Figure 1. Supply network.
Pins as bars on the die edge.
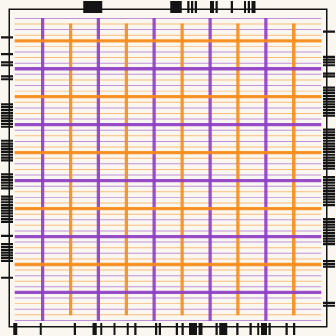
Figure 2. Placement by cell class.
Scale bar: 50 um.
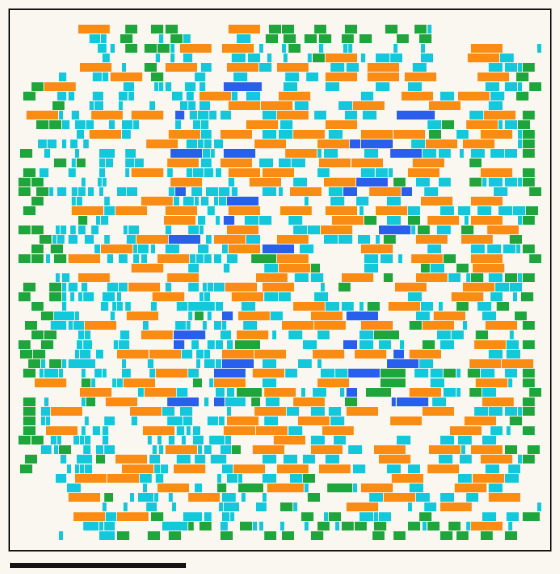
**config.mk**
```make
export PLATFORM = sky130hd
export DESIGN_NAME = ifetch_queue
export DESIGN_NICKNAME = d
export VERILOG_FILES = /design/src/rtl/cpu_pkg.sv /design/src/rtl/sync_fifo.sv /design/src/rtl/ifetch_queue.sv
export SDC_FILE = /design/constraint.sdc
export NUM_CORES = 1
export LEC_CHECK = 0
export CAP_MARGIN = 20
export CELL_PAD_IN_SITES_DETAIL_PLACEMENT = 0
export CELL_PAD_IN_SITES_GLOBAL_PLACEMENT = 1
export CORE_MARGIN = 2
export CORE_UTILIZATION = 42
export DETAILED_ROUTE_END_ITERATION = 6
export PLACE_DENSITY_LB_ADDON = 0.1
export SLEW_MARGIN = 20
export SYNTH_ARGS = -nofsm -noshare
export SYNTH_HDL_FRONTEND = slang
export SYNTH_SLANG_ARGS = --single-unit
```
**constraint.sdc**
```tcl
create_clock -name clk -period 3.2 [get_ports clk]
set_input_delay 0.64 -clock clk [delete_from_list [all_inputs] [get_ports clk]]
set_output_delay 0.64 -clock clk [all_outputs]
set_load 0.01 [all_outputs]
```
**src/rtl/cpu_pkg.sv**
```systemverilog
// Shared CPU-front-end types: fetch queue entry, fetch FSM states and PC helpers.
package cpu_pkg;

  localparam int unsigned XLEN        = 32;
  localparam int unsigned INSTR_BYTES = 4;

  typedef struct packed {
    logic [XLEN-1:0] instr;
    logic [XLEN-1:0] pc;
  } fetch_entry_t;

  typedef enum logic {
    FETCH_RUN   = 1'b0,
    FETCH_DRAIN = 1'b1
  } fetch_state_e;

  localparam logic [XLEN-1:0] PC_STEP    = XLEN'(INSTR_BYTES);
  localparam logic [XLEN-1:0] ALIGN_MASK = ~(XLEN'(INSTR_BYTES) - XLEN'(1));

  function automatic logic [XLEN-1:0] word_align(input logic [XLEN-1:0] addr);
    return addr & ALIGN_MASK;
  endfunction

endpackage

```
**src/rtl/sync_fifo.sv**
```systemverilog
// Power-of-two synchronous FIFO with registered storage, simultaneous push/pop
// (also when full) and a single-cycle flush that overrides push and pop.
module sync_fifo #(
  parameter int unsigned DEPTH = 2,
  parameter int unsigned WIDTH = 64
) (
  input  logic                   clk,
  input  logic                   rst_n,
  input  logic                   push_i,
  input  logic                   pop_i,
  input  logic                   flush_i,
  input  logic [WIDTH-1:0]       data_i,
  output logic [WIDTH-1:0]       head_o,
  output logic [$clog2(DEPTH):0] count_o,
  output logic                   full_o,
  output logic                   empty_o
);

  localparam int unsigned AW = $clog2(DEPTH);
  localparam int unsigned CW = AW + 1;

  logic [WIDTH-1:0] mem_q [DEPTH];
  logic [AW-1:0]    wptr_q, wptr_d;
  logic [AW-1:0]    rptr_q, rptr_d;
  logic [CW-1:0]    count_q, count_d;
  logic             do_push_s;
  logic             do_pop_s;

  assign full_o    = (count_q == CW'(DEPTH));
  assign empty_o   = (count_q == '0);
  assign do_push_s = push_i & (~full_o | pop_i) & ~flush_i;
  assign do_pop_s  = pop_i & ~empty_o & ~flush_i;
  assign head_o    = mem_q[rptr_q];
  assign count_o   = count_q;

  // Pointer and occupancy next-state
  always_comb begin
    wptr_d  = wptr_q;
    rptr_d  = rptr_q;
    count_d = count_q;
    if (flush_i) begin
      wptr_d  = '0;
      rptr_d  = '0;
      count_d = '0;
    end else begin
      if (do_push_s) begin
        wptr_d = wptr_q + AW'(1);
      end else begin
        wptr_d = wptr_q;
      end
      if (do_pop_s) begin
        rptr_d = rptr_q + AW'(1);
      end else begin
        rptr_d = rptr_q;
      end
      count_d = count_q + CW'(do_push_s) - CW'(do_pop_s);
    end
  end

  // Pointer and occupancy registers
  always_ff @(posedge clk or negedge rst_n) begin
    if (!rst_n) begin
      wptr_q  <= '0;
      rptr_q  <= '0;
      count_q <= '0;
    end else begin
      wptr_q  <= wptr_d;
      rptr_q  <= rptr_d;
      count_q <= count_d;
    end
  end

  // Entry storage; cleared on reset so an empty queue never exposes X
  always_ff @(posedge clk or negedge rst_n) begin
    if (!rst_n) begin
      for (int i = 0; i < int'(DEPTH); i++) begin
        mem_q[i] <= '0;
      end
    end else if (do_push_s) begin
      mem_q[wptr_q] <= data_i;
    end
  end

endmodule

```
**src/rtl/ifetch_queue.sv**
```systemverilog
// Instruction fetch stage: sequential request generation with credit-limited
// issue, in-order response queueing, and redirect with stale-response draining.
module ifetch_queue
  import cpu_pkg::*;
#(
  parameter int unsigned     DEPTH    = 2,
  parameter logic [XLEN-1:0] RESET_PC = 32'h0000_0000
) (
  input  logic            clk,
  input  logic            rst,
  output logic            imem_req_valid,
  input  logic            imem_req_ready,
  output logic [XLEN-1:0] imem_req_addr,
  input  logic            imem_rsp_valid,
  input  logic [XLEN-1:0] imem_rsp_data,
  input  logic            redirect,
  input  logic [XLEN-1:0] redirect_pc,
  output logic            instr_valid,
  input  logic            instr_ready,
  output logic [XLEN-1:0] instr,
  output logic [XLEN-1:0] instr_pc
);

  localparam int unsigned CW      = $clog2(DEPTH) + 1;
  localparam logic [CW:0] DEPTH_C = DEPTH[CW:0];

  fetch_state_e    state_q, state_d;
  logic [XLEN-1:0] fetch_pc_q, fetch_pc_d;
  logic [XLEN-1:0] rsp_pc_q, rsp_pc_d;
  logic [CW-1:0]   inflight_q, inflight_d;
  logic [CW-1:0]   drop_cnt_q, drop_cnt_d;
  logic            run_en_q;

  fetch_entry_t    push_entry_s;
  fetch_entry_t    head_s;
  logic [CW-1:0]   fifo_count_s;
  logic            fifo_full_s;
  logic            fifo_empty_s;

  logic            credit_ok_s;
  logic            req_valid_s;
  logic            req_fire_s;
  logic            dropping_s;
  logic            rsp_push_s;
  logic            pop_s;

  // Credit counts queued entries plus everything outstanding, stale or not.
  assign credit_ok_s  = ~fifo_full_s &
                        (({1'b0, fifo_count_s} + {1'b0, inflight_q}) < DEPTH_C);
  assign req_valid_s  = run_en_q & ~redirect & credit_ok_s;
  assign req_fire_s   = req_valid_s & imem_req_ready;
  assign dropping_s   = (state_q == FETCH_DRAIN);
  assign rsp_push_s   = imem_rsp_valid & ~dropping_s & ~redirect;
  assign pop_s        = ~fifo_empty_s & instr_ready & ~redirect;
  assign push_entry_s = '{instr: imem_rsp_data, pc: rsp_pc_q};

  sync_fifo #(
    .DEPTH (DEPTH),
    .WIDTH ($bits(fetch_entry_t))
  ) u_queue (
    .clk     (clk),
    .rst_n   (rst),
    .push_i  (rsp_push_s),
    .pop_i   (pop_s),
    .flush_i (redirect),
    .data_i  (push_entry_s),
    .head_o  (head_s),
    .count_o (fifo_count_s),
    .full_o  (fifo_full_s),
    .empty_o (fifo_empty_s)
  );

  // PC, in-flight and drop counter next-state
  always_comb begin
    fetch_pc_d = fetch_pc_q;
    rsp_pc_d   = rsp_pc_q;
    drop_cnt_d = drop_cnt_q;
    inflight_d = inflight_q + CW'(req_fire_s) - CW'(imem_rsp_valid);
    if (redirect) begin
      fetch_pc_d = word_align(redirect_pc);
      rsp_pc_d   = word_align(redirect_pc);
      drop_cnt_d = inflight_q - CW'(imem_rsp_valid);
    end else begin
      if (req_fire_s) begin
        fetch_pc_d = fetch_pc_q + PC_STEP;
      end else begin
        fetch_pc_d = fetch_pc_q;
      end
      if (imem_rsp_valid && dropping_s) begin
        drop_cnt_d = drop_cnt_q - CW'(1);
      end else if (rsp_push_s) begin
        rsp_pc_d = rsp_pc_q + PC_STEP;
      end else begin
        drop_cnt_d = drop_cnt_q;
        rsp_pc_d   = rsp_pc_q;
      end
    end
  end

  // Fetch FSM next-state: DRAIN while stale responses remain to be discarded
  always_comb begin
    state_d = state_q;
    case (state_q)
      FETCH_RUN: begin
        if (redirect && (drop_cnt_d != '0)) begin
          state_d = FETCH_DRAIN;
        end else begin
          state_d = FETCH_RUN;
        end
      end
      FETCH_DRAIN: begin
        if (drop_cnt_d == '0) begin
          state_d = FETCH_RUN;
        end else begin
          state_d = FETCH_DRAIN;
        end
      end
      default: state_d = FETCH_RUN;
    endcase
  end

  // Fetch FSM state register
  always_ff @(posedge clk or negedge rst) begin
    if (!rst) begin
      state_q <= FETCH_RUN;
    end else begin
      state_q <= state_d;
    end
  end

  // Address and counter registers; run_en_q holds requests off while in reset
  always_ff @(posedge clk or negedge rst) begin
    if (!rst) begin
      fetch_pc_q <= RESET_PC;
      rsp_pc_q   <= RESET_PC;
      inflight_q <= '0;
      drop_cnt_q <= '0;
      run_en_q   <= 1'b0;
    end else begin
      fetch_pc_q <= fetch_pc_d;
      rsp_pc_q   <= rsp_pc_d;
      inflight_q <= inflight_d;
      drop_cnt_q <= drop_cnt_d;
      run_en_q   <= 1'b1;
    end
  end

  assign imem_req_valid = req_valid_s;
  assign imem_req_addr  = fetch_pc_q;
  assign instr_valid    = ~fifo_empty_s;
  assign instr          = fifo_empty_s ? '0 : head_s.instr;
  assign instr_pc       = fifo_empty_s ? '0 : head_s.pc;

endmodule

```
==> run notes <==
Physical implementation status

After clock tree synthesis, the clock-pin slew on the worst setup and hold paths is 80 ps. The count of non-filler cells in the finished layout stands at 1277. The net count reported at finish stands at 1062. Entering global routing, the biggest net connects 69 pins. The worst-case headroom to the max-slew limit stands at 0.396. For this run the top cell type by instance count after synthesis was dfrtp_1. The tightest min-delay check is of the primary input to async pin type. The post-detailed-route wirelength per cell stands at 17.2 um. The number of antenna diodes in the final layout is 0. In the final layout, the share of cells above drive strength 1 is 0.194.

The number of resized instances in the post-cts repair step stands at 0. The number of ports placed on the die boundary stands at 168. The cell count after placement stands at 1244. The H-tree was split into 4 levels.

The number of global-route vias before repair stands at 6846. For this run the aggregate overflow at the end of global routing stands at 0. The final report gives the core utilization as 0.552. The CTS log lists the clock sinks for this run as 194. The required time of the critical path stands at 2560 ps. Broken down by cell family, the worst path's largest delay share belongs to buffers and inverters.

Synthesis inferred 194 register bits. The remaining antenna violation count after routing stands at 0. Counting cells, the worst reg-to-reg path comes to 9. The final route contains 6731 vias. The cell area after placement stands at 0.0115 mm^2. In the routed layout, each cell is associated on average with a via count of 5.27. In the post-route analysis, the smallest setup slack over all paths is 183 ps. Max-cap violations in this run came to 0. Counting flops per register, the top entry is u_queue.mem_q.

The static leakage stands at 5.01 nW. Per the TritonCTS log, the buffer count is 17. The async set or reset register ratio after synthesis stands at 1.00. The run finished with clean final reports. The worst setup path is captured at an output port. The global-route usage over all layers stands at 0.192.

The first detailed-routing pass ran for 5 iterations. Leaving out fill and tap cells, the most frequent cell in the layout is dfrtp_1. After filler insertion, the fill cell instance count of the layout stands at 1950. The count of flip-flops with a built-in enable after synthesis stands at 0. The critical path contains buffers and inverters numbering 2 combined. On the worst path, the slowest cell contributes a delay of 520 ps.

The slowest stage of the critical path is the clkdlybuf4s50_1 cell. The chip area from the yosys synthesis statistics stands at 0.00941 mm^2.
-- Figure 1 (at the start) --
VDD: in orange. VSS: in purple.
The core has 54 rows. 10 straps on met4. 55 met1 rails follow the rows. 168 signal pins sit on the boundary. 10 straps on met5.
placeable core area: 0.0219 mm^2
Die Height: 154 um
maximum vdd ir drop: 0.409 mV
Chip Width: 154 um

-- Figure 2 (at the start) --
sequential cells: in orange, cells 194, share of their area 41%. combinational and other logic: in cyan, cells 587, share of their area 37%. remaining buffers and delay cells: in green, cells 184, share of their area 16%. clock drivers and dummy loads: in blue, cells 32, share of their area 5.1%.

power breakdown:
part           internal [mW]  switching [mW]
sequential              3.31           0.542
clock                   1.18           0.953
combinational           1.55            1.11
total                   6.04            2.60
logic make-up (layout without fill, tap and decap cells):
logic type | count (synthesis) | in the layout | synth area share
AOI/OAI and AO/OA | 83 | 83 | 0.0578
xor gates and xnor gates | 37 | 37 | 0.0344
adders and majority gates | 8 | 8 | 0.0114
DFF | 194 | 194 | 0.516
and+or+nand+nor | 247 | 247 | 0.131
buffers and inverters | 58 | 231 | 0.0278
muxes | 192 | 192 | 0.221
other | 2 | 5 | 0.000798
how the worst max path moves through the flow:
stage	start	endpoint	slack, ps	cells past startpoint
floorplan	inflight_q[0]	inflight_q[1]	630	13
global placement	imem_rsp_valid	u_queue.mem_q[101]	370	5
detailed placement	imem_rsp_valid	u_queue.mem_q[127]	330	5
CTS	u_queue.count_o[0]	imem_req_valid	110	6
global route	inflight_q[0]	imem_req_valid	20	6
finish	inflight_q[0]	imem_req_valid	180	6
layout make-up:
| class | instances | area [um^2] | area share |
|---|---|---|---|
| well taps | 280 | 350 | 0.0290 |
| repair buffers | 184 | 1900 | 0.157 |
| multi-input cells | 572 | 4320 | 0.358 |
| clock inverters | 14 | 169 | 0.0140 |
| inverters | 15 | 56.3 | 0.00466 |
| flip-flops and latches | 194 | 4860 | 0.402 |
| clock buffers | 18 | 429 | 0.0355 |
layer usage:
metal  GRT usage  wire length [um]  share of wire
met3      0.0310               899          0.041
met1       0.278             10700           0.49
met5           0                 0              0
met4      0.0450               273          0.012
met2       0.303             10100           0.46
timing repair:
item | CTS | global route
hold endpoints to repair | 0 | 0
endpoints found under the setup margin | 0 | 1
hold buffers | 0 | 0
setup buffers | 0 | 1
No activity file was given, so power comes from the tool's default toggle rates.
